==> images/clock_wires.png <==
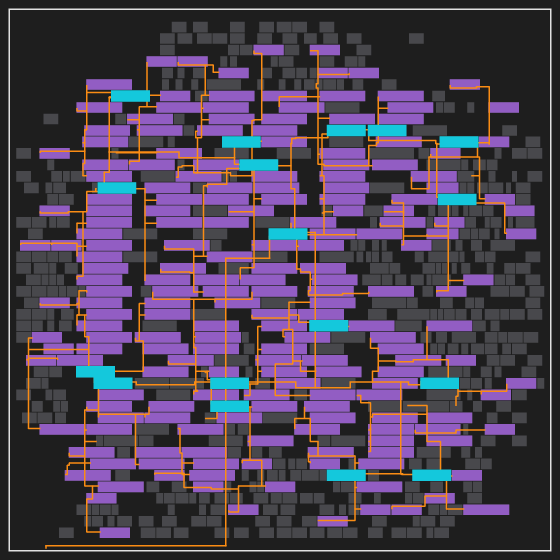
==> images/m1.png <==
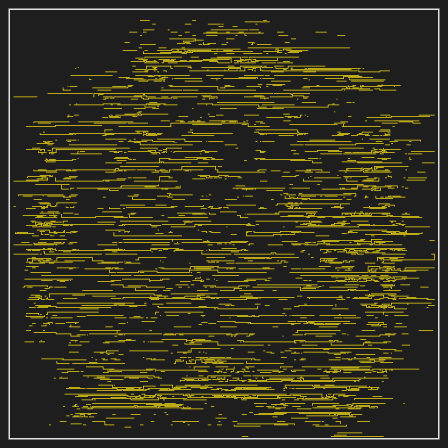
**src/rtl/wb_arbiter.sv**
```systemverilog
// Writeback arbiter: merges single-cycle ALU results and variable-latency load
// results onto one registered register-file write port, queueing losing loads.
module wb_arbiter #(
  parameter int DATA_N     = 32,
  parameter int DEPTH      = 4,
  parameter int STARVE_MAX = 3
) (
  input  logic                     clk,
  input  logic                     rst,
  input  logic                     alu_valid,
  output logic                     alu_ready,
  input  logic [4:0]               alu_rd,
  input  logic [DATA_N-1:0]        alu_data,
  input  logic                     mem_valid,
  output logic                     mem_ready,
  input  logic [4:0]               mem_rd,
  input  logic [DATA_N-1:0]        mem_data,
  output logic                     wr_en,
  output logic [4:0]               w_addr,
  output logic [DATA_N-1:0]        w_data,
  output logic [$clog2(DEPTH):0]   fifo_count
);

  // Both sources use valid/ready: a transfer happens on a rising edge where
  // valid && ready; ready never depends on the same cycle's valid inputs.

  localparam int AW = $clog2(DEPTH);
  localparam int CW = AW + 1;
  localparam int SW = (STARVE_MAX < 1) ? 1 : $clog2(STARVE_MAX + 1);
  localparam int EW = 5 + DATA_N;
  localparam logic [CW-1:0] FULL = CW'(DEPTH);
  localparam logic [SW-1:0] SMAX = SW'(STARVE_MAX);

  logic [EW-1:0]     fifo_q [DEPTH];
  logic [AW-1:0]     rptr_q, rptr_d, wptr_q, wptr_d;
  logic [CW-1:0]     count_q, count_d;
  logic [SW-1:0]     starve_q, starve_d;
  logic              wr_en_q, wr_en_d;
  logic [4:0]        w_addr_q, w_addr_d;
  logic [DATA_N-1:0] w_data_q, w_data_d;

  logic          fifo_empty, alu_fire, mem_fire, alu_win, pop, bypass, push;
  logic [EW-1:0] head;

  always_comb begin
    fifo_empty = (count_q == '0);
    mem_ready  = (count_q != FULL);
    alu_ready  = !(!fifo_empty && (starve_q == SMAX));
    alu_fire   = alu_valid && alu_ready;
    mem_fire   = mem_valid && mem_ready;
    alu_win    = alu_fire && (alu_rd != 5'd0);
    pop        = !alu_win && !fifo_empty;
    bypass     = !alu_win && fifo_empty && mem_fire && (mem_rd != 5'd0);
    push       = mem_fire && (mem_rd != 5'd0) && !bypass;
    head       = fifo_q[rptr_q];

    wr_en_d  = alu_win || pop || bypass;
    w_addr_d = w_addr_q;
    w_data_d = w_data_q;
    if (alu_win) begin
      w_addr_d = alu_rd;
      w_data_d = alu_data;
    end else if (pop) begin
      w_addr_d = head[EW-1:DATA_N];
      w_data_d = head[DATA_N-1:0];
    end else if (bypass) begin
      w_addr_d = mem_rd;
      w_data_d = mem_data;
    end

    rptr_d  = pop  ? rptr_q + 1'b1 : rptr_q;
    wptr_d  = push ? wptr_q + 1'b1 : wptr_q;
    count_d = count_q + CW'(push) - CW'(pop);

    // Starvation only accrues while a load is actually waiting behind the ALU.
    if (fifo_empty || pop)
      starve_d = '0;
    else if (alu_win && (starve_q != SMAX))
      starve_d = starve_q + 1'b1;
    else
      starve_d = starve_q;
  end

  always_ff @(posedge clk) begin
    if (rst) begin
      rptr_q   <= '0;
      wptr_q   <= '0;
      count_q  <= '0;
      starve_q <= '0;
      wr_en_q  <= 1'b0;
      w_addr_q <= '0;
      w_data_q <= '0;
    end else begin
      rptr_q   <= rptr_d;
      wptr_q   <= wptr_d;
      count_q  <= count_d;
      starve_q <= starve_d;
      wr_en_q  <= wr_en_d;
      w_addr_q <= w_addr_d;
      w_data_q <= w_data_d;
    end
  end

  always_ff @(posedge clk) begin
    if (!rst && push)
      fifo_q[wptr_q] <= {mem_rd, mem_data};
  end

  assign wr_en      = wr_en_q;
  assign w_addr     = w_addr_q;
  assign w_data     = w_data_q;
  assign fifo_count = count_q;

endmodule

```
**config.mk**
```make
export PLATFORM = sky130hd
export DESIGN_NAME = wb_arbiter
export DESIGN_NICKNAME = d
export VERILOG_FILES = /design/src/rtl/wb_arbiter.sv
export SDC_FILE = /design/constraint.sdc
export NUM_CORES = 1
export LEC_CHECK = 0
export CORE_UTILIZATION = 50
export CTS_CLUSTER_SIZE = 16
export DETAILED_ROUTE_END_ITERATION = 16
export PLACE_DENSITY = 0.75
export SLEW_MARGIN = 20
export SYNTH_ARGS = -nofsm -noshare
export SYNTH_HDL_FRONTEND = slang
export SYNTH_SLANG_ARGS = --single-unit
```
**constraint.sdc**
```tcl
create_clock -name clk -period 2.95 [get_ports clk]
set_input_delay 0.295 -clock clk [delete_from_list [all_inputs] [get_ports clk]]
set_output_delay 0.295 -clock clk [all_outputs]
set_load 0.02 [all_outputs]
```
==> notes.org <==
#+TITLE: Physical design notes

** Outcome
- The run finished with clean final reports.

** Critical path
- The report shows a maximum critical-path fanout of 37.
- The setup path with the least slack is of type reg2reg.

** Final layout
- The final layout contains 696 nets.
- By instance count after routing, the leading logic cell types are 148 x edfxtp_1, 119 x clkdlybuf4s50_1, 47 x dfxtp_1.
- The repair_antennas step left the layout with diodes totalling 0.
- The finished cells cover 9950 µm².

** Clock tree
- CTS built an H-tree with a depth of 4.
- Once the clock tree was built, the resizer swapped 0 gates to a different size.
- TritonCTS built the clock tree.

** Placed design
- Dpl cell area :: 9380 µm²
- Per the placement report, the placed cell count is 802.

** Synthesis
- Per the synthesis report, the dominant area consumer among library cells is edfxtp_1.
- The synth_stat.txt file lists the number of cells as 491.
- The synthesized design contains 148 enable-type register cells.
- The synthesis report gives the async set-or-reset register share as 0%.
- Warnings reported by Yosys during synthesis add up to 0.
- Commonest flop :: edfxtp_1

** Die
- The chip occupies 16300 µm².
- Width of the die :: 128 µm
- Standard-cell rows :: 45

** Timing
- Final tally of hold violations :: 0
- Final-layout worst hold slack :: 0.420 ns
- Final Cycle Share :: 86.0%
- The final timing report gives a worst setup slack of 0.414 ns.
- After routing, the total negative slack on setup checks comes to 0 ns.

** Job
- Across the run, the number of max-cap violations was 0.

** Global routing
- The initial antenna violation count came to 0.

** Detailed routing
- Iteration tally of the first detailed-router pass :: 5
-- clock_wires.png (at the start) --
- clock wires: orange (length 1900 µm)
- flip-flops: purple (count 197)
- clock-net drivers: cyan (count 17)
- flops lie: widely spread

-- m1.png (at the start) --
- main direction: horizontal
- share of all routed wire: 42%

[cells by family after synthesis]
family,after synthesis,synth area share (%)
AND-OR/OR-AND,130,11.8
XOR/XNOR,2,0.221
adder cells (fa/ha/maj),8,1.36
buffers and inverters,50,3.02
flip-flops,197,68.6
multiplexers,37,10.5
AND/OR/NAND/NOR,67,4.54
[area by class of cell]
type                            instances  area (µm²)
Tap cell                              211         264
Inverter                                9        33.8
Multi-Input combinational cell        244        2280
Clock buffer                           18         429
Sequential cell                       197        5430
Clock inverter                         14         146
Fill cell                            1115        5360
Timing Repair Buffer                  141        1370
[state kept, by name, summed over array words and instances, names as in the netlist, named ones only]
| signal | count |
|---|---|
| w_addr | 5 |
| wr_en | 1 |
| w_data | 32 |
| wptr_q | 2 |
| rptr_q | 2 |
| fifo_q | 148 |
| starve_q | 2 |
| fifo_count | 3 |
[routing by layer]
metal / vias up / part of all wire (%) / GRT usage [%]
met1: 2608 / 42 / 32.9
met3: 20 / 6.3 / 5.09
met2: 214 / 50 / 40.1
li1: 2261 / - / -
met4: 0 / 1.4 / 7.68
met5: - / 0 / 0
[report_power, final]
part / internal, mW / switching, mW
logic: 0.982 / 1.27
registers: 3.29 / 0.196
clock network: 1.26 / 0.994
total: 5.53 / 2.46
[critical path, cell delays in order, from the launching register on]
cell and delay [ns]:
dfxtp_1 0.49, or3b_1 0.30, o211ai_4 0.11, nor3_1 0.33
and2_2 0.91
[worst paths after layout]
path                  from       endpoint  depth (start not counted)
max          fifo_count[1]  fifo_q[1][36]                          4
min            starve_q[0]    starve_q[0]                          1
max reg2reg  fifo_count[1]  fifo_q[1][36]                          4
min reg2reg    starve_q[0]    starve_q[0]                          1
